File: src/rtl/seq_div_pkg.sv
// Shared definitions for the sequential restoring divider.
package seq_div_pkg;

  localparam int DEFAULT_WIDTH = 4;

  typedef enum logic [1:0] {
    IDLE = 2'd0,
    CALC = 2'd1,
    DONE = 2'd2
  } state_t;

endpackage

File: src/rtl/div_step.sv
// One combinational restoring-division iteration.
// The partial remainder takes in the MSB of the quotient shift register.
// A trial subtract then decides the next quotient bit, which shifts into
// the LSB of the same register.
module div_step
  import seq_div_pkg::*;
#(
  parameter int WIDTH = DEFAULT_WIDTH
) (
  input  logic [WIDTH-1:0] rem_in,
  input  logic [WIDTH-1:0] quo_in,
  input  logic [WIDTH-1:0] divisor,
  output logic [WIDTH-1:0] rem_out,
  output logic [WIDTH-1:0] quo_out
);

  logic [WIDTH:0] shifted;
  logic [WIDTH:0] trial;
  logic           fits;

  // One extra bit holds the sign of the trial subtract. The partial
  // remainder is always below the divisor, so the difference cannot wrap.
  assign shifted = {rem_in, quo_in[WIDTH-1]};
  assign trial   = shifted - {1'b0, divisor};
  assign fits    = ~trial[WIDTH];

  // Keep the difference when it is non-negative; otherwise restore.
  assign rem_out = fits ? trial[WIDTH-1:0] : shifted[WIDTH-1:0];

  // Shift the quotient register left by one bit; the new quotient bit enters at the LSB.
  generate
    for (genvar gi = 1; gi < WIDTH; gi++) begin : g_qshift
      assign quo_out[gi] = quo_in[gi-1];
    end
  endgenerate
  assign quo_out[0] = fits;

endmodule

File: src/rtl/seq_divider.sv
// Sequential unsigned restoring divider: one quotient bit per CALC cycle.
// A zero divisor skips CALC and reports all-ones / dividend with a flag.
module seq_divider
  import seq_div_pkg::*;
#(
  parameter int WIDTH = DEFAULT_WIDTH
) (
  input  logic             clk,
  input  logic             rst_n,
  input  logic             start,
  input  logic [WIDTH-1:0] dividend,
  input  logic [WIDTH-1:0] divisor,
  output logic             busy,
  output logic             done,
  output logic [WIDTH-1:0] quotient,
  output logic [WIDTH-1:0] remainder,
  output logic             div_by_zero,
  output logic             zero_flag
);

  localparam int             CW       = $clog2(WIDTH + 1);
  localparam logic [CW-1:0] CNT_LOAD = CW'(WIDTH);
  localparam logic [CW-1:0] CNT_LAST = CW'(1);

  state_t           state_reg, state_next;
  logic [WIDTH-1:0] rem_reg, quo_reg, div_reg;
  logic [WIDTH-1:0] quotient_reg, remainder_reg;
  logic [CW-1:0]    cnt_reg;
  logic             dbz_reg;
  logic             accept;
  logic             last_step;
  logic [WIDTH-1:0] step_rem, step_quo;

  // A new operation may only begin outside CALC.
  assign accept    = start && (state_reg != CALC);
  assign last_step = (state_reg == CALC) && (cnt_reg <= CNT_LAST);

  div_step #(.WIDTH(WIDTH)) u_step (
    .rem_in  (rem_reg),
    .quo_in  (quo_reg),
    .divisor (div_reg),
    .rem_out (step_rem),
    .quo_out (step_quo)
  );

  // State register.
  always_ff @(posedge clk) begin
    if (!rst_n) state_reg <= IDLE;
    else        state_reg <= state_next;
  end

  // Next-state logic. A zero divisor goes straight to DONE.
  always_comb begin
    state_next = state_reg;
    case (state_reg)
      IDLE: begin
        if (accept) state_next = (divisor == '0) ? DONE : CALC;
      end
      CALC: begin
        if (last_step) state_next = DONE;
      end
      DONE: begin
        if (accept) state_next = (divisor == '0) ? DONE : CALC;
        else        state_next = IDLE;
      end
      default: state_next = IDLE;
    endcase
  end

  // Status outputs decoded from the current state.
  always_comb begin
    busy = (state_reg == CALC);
    done = (state_reg == DONE);
  end

  // Datapath: latch operands, iterate, and publish results on entry to DONE.
  always_ff @(posedge clk) begin
    if (!rst_n) begin
      rem_reg       <= '0;
      quo_reg       <= '0;
      div_reg       <= '0;
      cnt_reg       <= '0;
      quotient_reg  <= '0;
      remainder_reg <= '0;
      dbz_reg       <= 1'b0;
    end else if (accept) begin
      div_reg <= divisor;
      rem_reg <= '0;
      quo_reg <= dividend;
      dbz_reg <= 1'b0;
      if (divisor == '0) begin
        cnt_reg       <= '0;
        quotient_reg  <= '1;
        remainder_reg <= dividend;
        dbz_reg       <= 1'b1;
      end else begin
        cnt_reg <= CNT_LOAD;
      end
    end else if (state_reg == CALC) begin
      rem_reg <= step_rem;
      quo_reg <= step_quo;
      cnt_reg <= cnt_reg - CNT_LAST;
      if (last_step) begin
        quotient_reg  <= step_quo;
        remainder_reg <= step_rem;
      end
    end
  end

  assign quotient    = quotient_reg;
  assign remainder   = remainder_reg;
  assign div_by_zero = dbz_reg;
  assign zero_flag   = (quotient_reg == '0);

endmodule

File: config.mk
export PLATFORM = sky130hd
export DESIGN_NAME = seq_divider
export DESIGN_NICKNAME = d
export VERILOG_FILES = /design/src/rtl/seq_div_pkg.sv /design/src/rtl/div_step.sv /design/src/rtl/seq_divider.sv
export SDC_FILE = /design/constraint.sdc
export NUM_CORES = 1
export LEC_CHECK = 0
export ABC_AREA = 1
export CAP_MARGIN = 10
export CORE_UTILIZATION = 38
export DETAILED_ROUTE_END_ITERATION = 6
export GPL_TIMING_DRIVEN = 0
export PLACE_DENSITY_LB_ADDON = 0.25
export SYNTH_ARGS = -nofsm -noshare
export SYNTH_HDL_FRONTEND = slang
export SYNTH_SLANG_ARGS = --single-unit
File: constraint.sdc
create_clock -name clk -period 1.7 [get_ports clk]
set_input_delay 0.34 -clock clk [delete_from_list [all_inputs] [get_ports clk]]
set_output_delay 0.34 -clock clk [all_outputs]
set_load 0.01 [all_outputs]
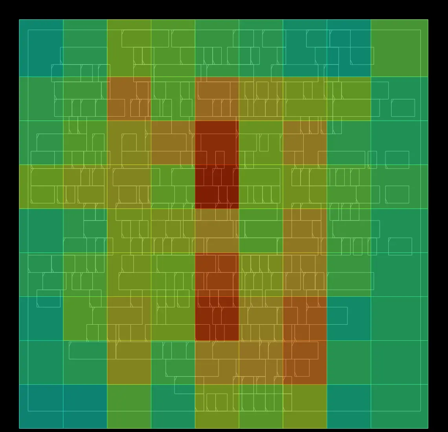
Run 1: routing congestion
met1 capacity usage during global routing: 0.229
share of the core filled with cells in the final layout: 0.531
GRT Overall Usage: 0.167
global routing met3 resource utilization: 0.0214
routed len/inst: 10.9 um

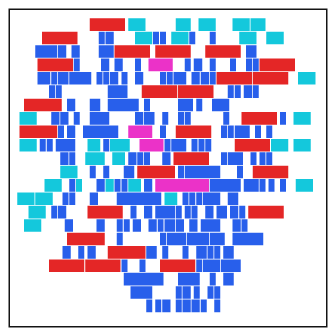
Run 1: placed cells, one color a class
- remaining buffers and delay cells: cyan (cells 30)
- sequential cells: red (cells 26)
- clock drivers and dummy loads: magenta (cells 4)
- combinational and other logic: blue (cells 179)

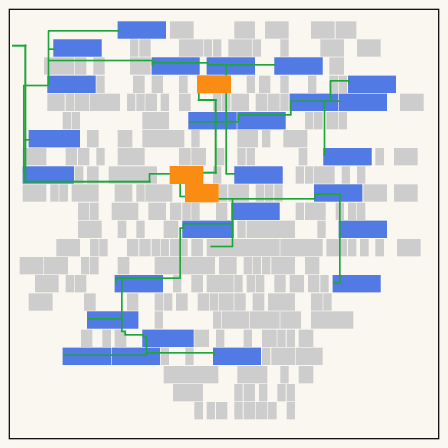
Run 1: clock network drawn from the DEF
- flip-flops: blue (count 26)
- clock drivers: orange (count 3)
- clock wires: green (length 315 um)
- routed clock nets: 4
worst clock skew on the final layout: 0.00197 ns
part of the power in the clock network: 0.275
Worst-Skew Late Latency: 0.27 ns

==> run 1: per-layer routing <==
layer	share of wire	GRT usage	vias up
li1	-	-	720
met1	0.51	0.229	580
met2	0.44	0.271	28
met3	0.029	0.0214	6
met4	0.013	0.0500	0
met5	0	0	-
==> run 1: Yosys cell counts <==
cell,number
nand2_1,42
inv_1,36
dfxtp_1,26
nor2_1,24
nand3_1,17
a21oi_1,12
o21ai_0,11
ha_1,6
a21oi_2,5
inv_2,5
o21ai_1,3
buf_6,2
nand2_2,2
nor2_4,2
o22ai_1,2
a31oi_1,1
buf_2,1
buf_4,1
clkbuf_1,1
fa_1,1
nand2_4,1
nand2_8,1
nand3_2,1
nand3_4,1
nor3_1,1
nor4_1,1
o211ai_1,1
o21bai_1,1
o221ai_1,1
or2_1,1
==> run 1: cells by family after synthesis <==
family	share of synthesized area
simple gates	0.302
buf+inv	0.131
compound gates	0.147
flops	0.354
fa+ha+maj	0.0647
==> run 1: power by group through the flow <==
stage / Clock, uW / Combinational [uW] / Sequential (uW)
after global placement: 0 / 536 / 716
final: 516 / 657 / 707
after CTS: 518 / 564 / 705
after global routing: 548 / 728 / 716
after detailed placement: 0 / 540 / 717
after floorplan: 0 / 358 / 725
==> run 1: repair_timing <==
action / 4_1_cts / 5_1_grt
pin swaps: 5 / 5
endpoints found under the hold margin: 0 / 0
setup endpoints to repair: 12 / 11
setup buffers: 2 / 1
resized: 13 / 22
gates cloned: 0 / 0
==> run 1: path summary, 6_finish.rpt <==
| check | from | end | slack (ns) | depth (start not counted) |
|---|---|---|---|---|
| max | quo_reg[3]$_SDFFE_PN0P_ | rem_reg[2]$_SDFFE_PP0P_ | -0.01 | 13 |
| min | div_reg[3]$_SDFFE_PN0P_ | div_reg[3]$_SDFFE_PN0P_ | 0.48 | 2 |
| max reg2reg | quo_reg[3]$_SDFFE_PN0P_ | rem_reg[2]$_SDFFE_PP0P_ | -0.01 | 13 |
| min reg2reg | div_reg[3]$_SDFFE_PN0P_ | div_reg[3]$_SDFFE_PN0P_ | 0.48 | 2 |
==> run 1: worst min-delay path, delay by kind of cell (launching register included) <==
family	cells	cell delay (ns)
DFF	1	0.31
buffers and inverters	1	0.07
AOI/OAI and AO/OA	1	0.06
==> run 1: area by class of cell <==
class                      instances  share of cell area
buffer                             5              0.0198
clock buffer                       3              0.0211
clock inverter                     1              0.0153
inverter                          41              0.0785
multi-input combinational        138               0.443
sequential                        26               0.269
tap                               48              0.0307
timing repair buffer              25               0.123
==> run 1: stage by stage <==
step	power (uW)	worst slack (ns)	cell area (sq um)	setup TNS (ns)	cells
final	1880	-0.0128	1960	-0.0149	287
after global routing	1990	-0.0797	1960	-0.453	287
after global placement	1250	-0.175	1750	-1.83	280
after floorplan	1080	0.0285	1470	0	210
after detailed placement	1260	-0.164	1750	-1.74	280
after CTS	1790	0.00115	1870	0	286
==> metrics.cfg, run 1 <==
[logic_synthesis]
ys_cells = 210
synth_nets = 228
yosys_stat_chip_area_sq_um = 1470
yosysUniqueCellTypes = 30
largest_area_cell = dfxtp_1

[placement]
place.detailed.hpwl_um = 2300

[route]
detail_route.drc_violations = 0
finalWirelength_um = 3120

[flow_run]
max_cap_violations = 0

[clocking]
clk_root_buffer_cell = clkbuf_8
cts_buffer_depth = 2

[floorplanning]
floorplan.die.height_um = 64.2
placementRows = 22

[power]
power.share.sequential = 0.376
p_leak_uw = 0.000920
p_sw_frac = 0.327
power_switching_uw = 614

[critical_path]
critical_path.endpoint_type = flip-flop
critical-path-top-delay-family = simple AND/OR/NAND/NOR gates
worst_setup_path_start_kind = flip-flop
critical_path.max_stage_delay_ns = 0.35

[layout]
logic_area_sq_um = 868
antenna-diode-count = 0
nFillCells = 387

[timing]
setup_viol = 2
post-route-period-util = 1.01
fin_hold_ws_ns = 0.482
postLayoutSetupSlackWorst_ns = -0.0128

[outcome]
status = finished with violations
failed_checks = negative setup slack

[global_route]
first_global_vias = 1251
grt-ovfl-total = 0

Run 1, routed metal, one color a layer:
Only two layers are drawn.
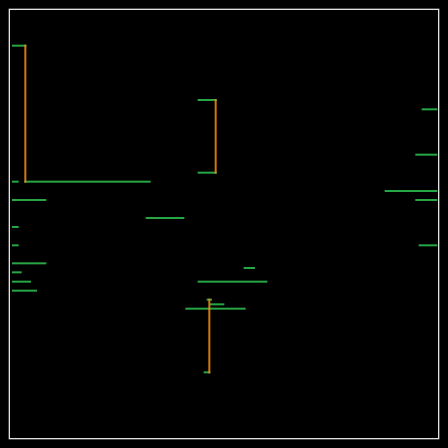

==> inputs of run 2 (changes only) <==
CORE_UTILIZATION = 29   (was 38)
CTS_CLUSTER_SIZE = 10   (was not set)
PLACE_DENSITY = 0.52   (was not set)
PLACE_DENSITY_LB_ADDON = not set   (was 0.25)
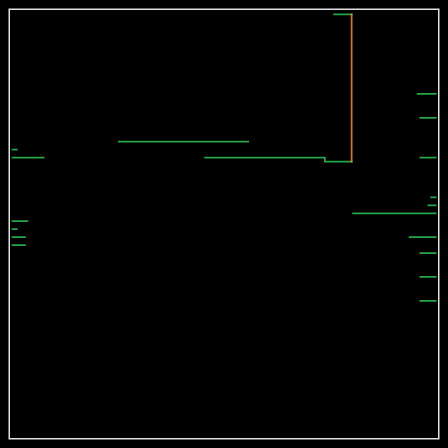
Run 2: routed metal, one color a layer
Only two layers are drawn.
- metal 4: orange (wire length 25.2 um)
- metal 3: green (wire length 101 um)

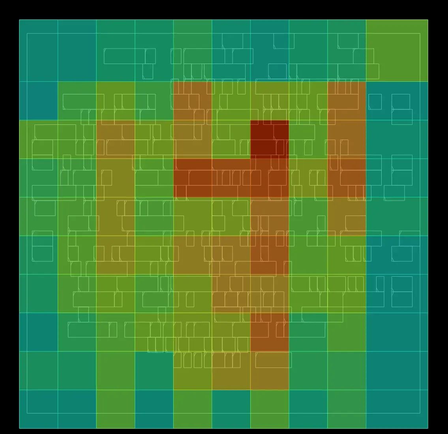
Run 2: routing congestion
share of the core filled with cells in the final layout: 0.404
met1 capacity usage during global routing: 0.188
global routing met3 resource utilization: 0.0304
global-route track usage on met2: 0.208

==> metrics.cfg, run 2 <==
[outcome]
status = completed

[critical_path]
r2r_cells = 9
r2r_slack_ns = 0.03
worst_r2r_dst = quotient[0]$_SDFFE_PN0P_

[floorplanning]
placementRows = 25
floorplan.die.height_um = 73.2

[flow_run]
max_cap_violations = 0

[route]
wl_per_cell_um = 10.7
detail_route.drc_violations = 0
finalWirelength_um = 3270

[power]
total_power_uw = 1840
p_leak_uw = 0.000893
p_sw_frac = 0.320

[worst_hold_path]
worst_hold_path.num_cells = 2
holdCritStartpoint = div_reg[2]$_SDFFE_PN0P_

[global_route]
grt_util_all_layers = 0.134
first_global_vias = 1240
grt-ovfl-total = 0

[logic_synthesis]
yosys_stat_chip_area_sq_um = 1470
enable_flop_cells = 0
primary_ff_master_synth = dfxtp_1

[clocking]
clk_root_buffer_cell = clkbuf_8
cts_buffer_depth = 2

[layout]
final_design_area_no_fill_sq_um = 1940

[placement]
placedCellCount = 299

[timing]
tns_ns = 0

[run 2: cell types whose count changed in the layout (fill, tap and decap cells not counted), sizes merged]
cell / previous run / this run
buf: 7 / 6
[run 2: power groups by stage]
stage | Combinational (uW) | Clock, uW | Sequential [uW]
3_3_place_gp | 541 | 0 | 717
2_1_floorplan | 358 | 0 | 725
5_1_grt | 690 | 555 | 713
4_1_cts | 567 | 532 | 706
3_5_place_dp | 543 | 0 | 717
6_report | 613 | 517 | 705
[run 2: stage by stage]
stage,hold WS [ns],setup WS (ns)
CTS,0.471,-0.00421
detailed placement,0.458,-0.189
finish,0.467,0.0327
global route,0.500,-0.0964
global placement,0.455,-0.178
floorplan,0.433,0.0285
[run 2: cell type report]
type	count	area [sq um]
fill	526	2850
sequential	26	523
clock buffer	3	41.3
clock inverter	1	30.0
buffer	5	38.8
timing repair buffer	24	233
multi-input combinational	138	832
tap	67	83.8
inverter	41	154
[run 2: timing repair]
item,in CTS,in global routing
pin swaps,5,6
endpoints found under the setup margin,12,10
gates resized,14,10
buffers inserted,0,2
cloned,0,0
[run 2: how the worst max path moves through the flow]
stage	from	end	slack [ns]	cells after the start
floorplan	quo_reg[3]$_SDFFE_PN0P_	rem_reg[3]$_SDFFE_PP0P_	0.03	11
global placement	quo_reg[3]$_SDFFE_PN0P_	rem_reg[0]$_SDFFE_PP0P_	-0.18	13
detailed placement	quo_reg[3]$_SDFFE_PN0P_	rem_reg[0]$_SDFFE_PP0P_	-0.19	13
CTS	quo_reg[3]$_SDFFE_PN0P_	rem_reg[0]$_SDFFE_PP0P_	-0.004	13
global route	quo_reg[3]$_SDFFE_PN0P_	rem_reg[1]$_SDFFE_PP0P_	-0.1	13
finish	quo_reg[3]$_SDFFE_PN0P_	quotient[0]$_SDFFE_PN0P_	0.03	9
[run 2: cells by family (layout without fill, tap and decap cells)]
family	count (synthesis)	in the layout	share of synthesized area
AOI/OAI and AO/OA	37	37	0.147
and+or+nand+nor	94	94	0.302
adders and majority gates	7	7	0.0647
buffers and inverters	46	74	0.131
DFF	26	26	0.354
[run 2: critical path, stage by stage, from the launching register on]
cell     delay [ns]
dfxtp_2        0.33
inv_2          0.05
ha_4           0.16
fa_2           0.35
inv_2          0.07
nand3_1        0.10
nand3_4        0.16
nand2_8        0.09
nor3_1         0.20
nor2_1         0.07
[run 2: routing by layer]
layer | up-vias | track usage | wire length [um]
met5 | - | 0 | 0
met4 | 0 | 0.0349 | 25
met3 | 2 | 0.0304 | 100
met2 | 21 | 0.208 | 1410
met1 | 586 | 0.188 | 1730
li1 | 719 | - | -
Power is estimated from default activity; no workload was simulated.
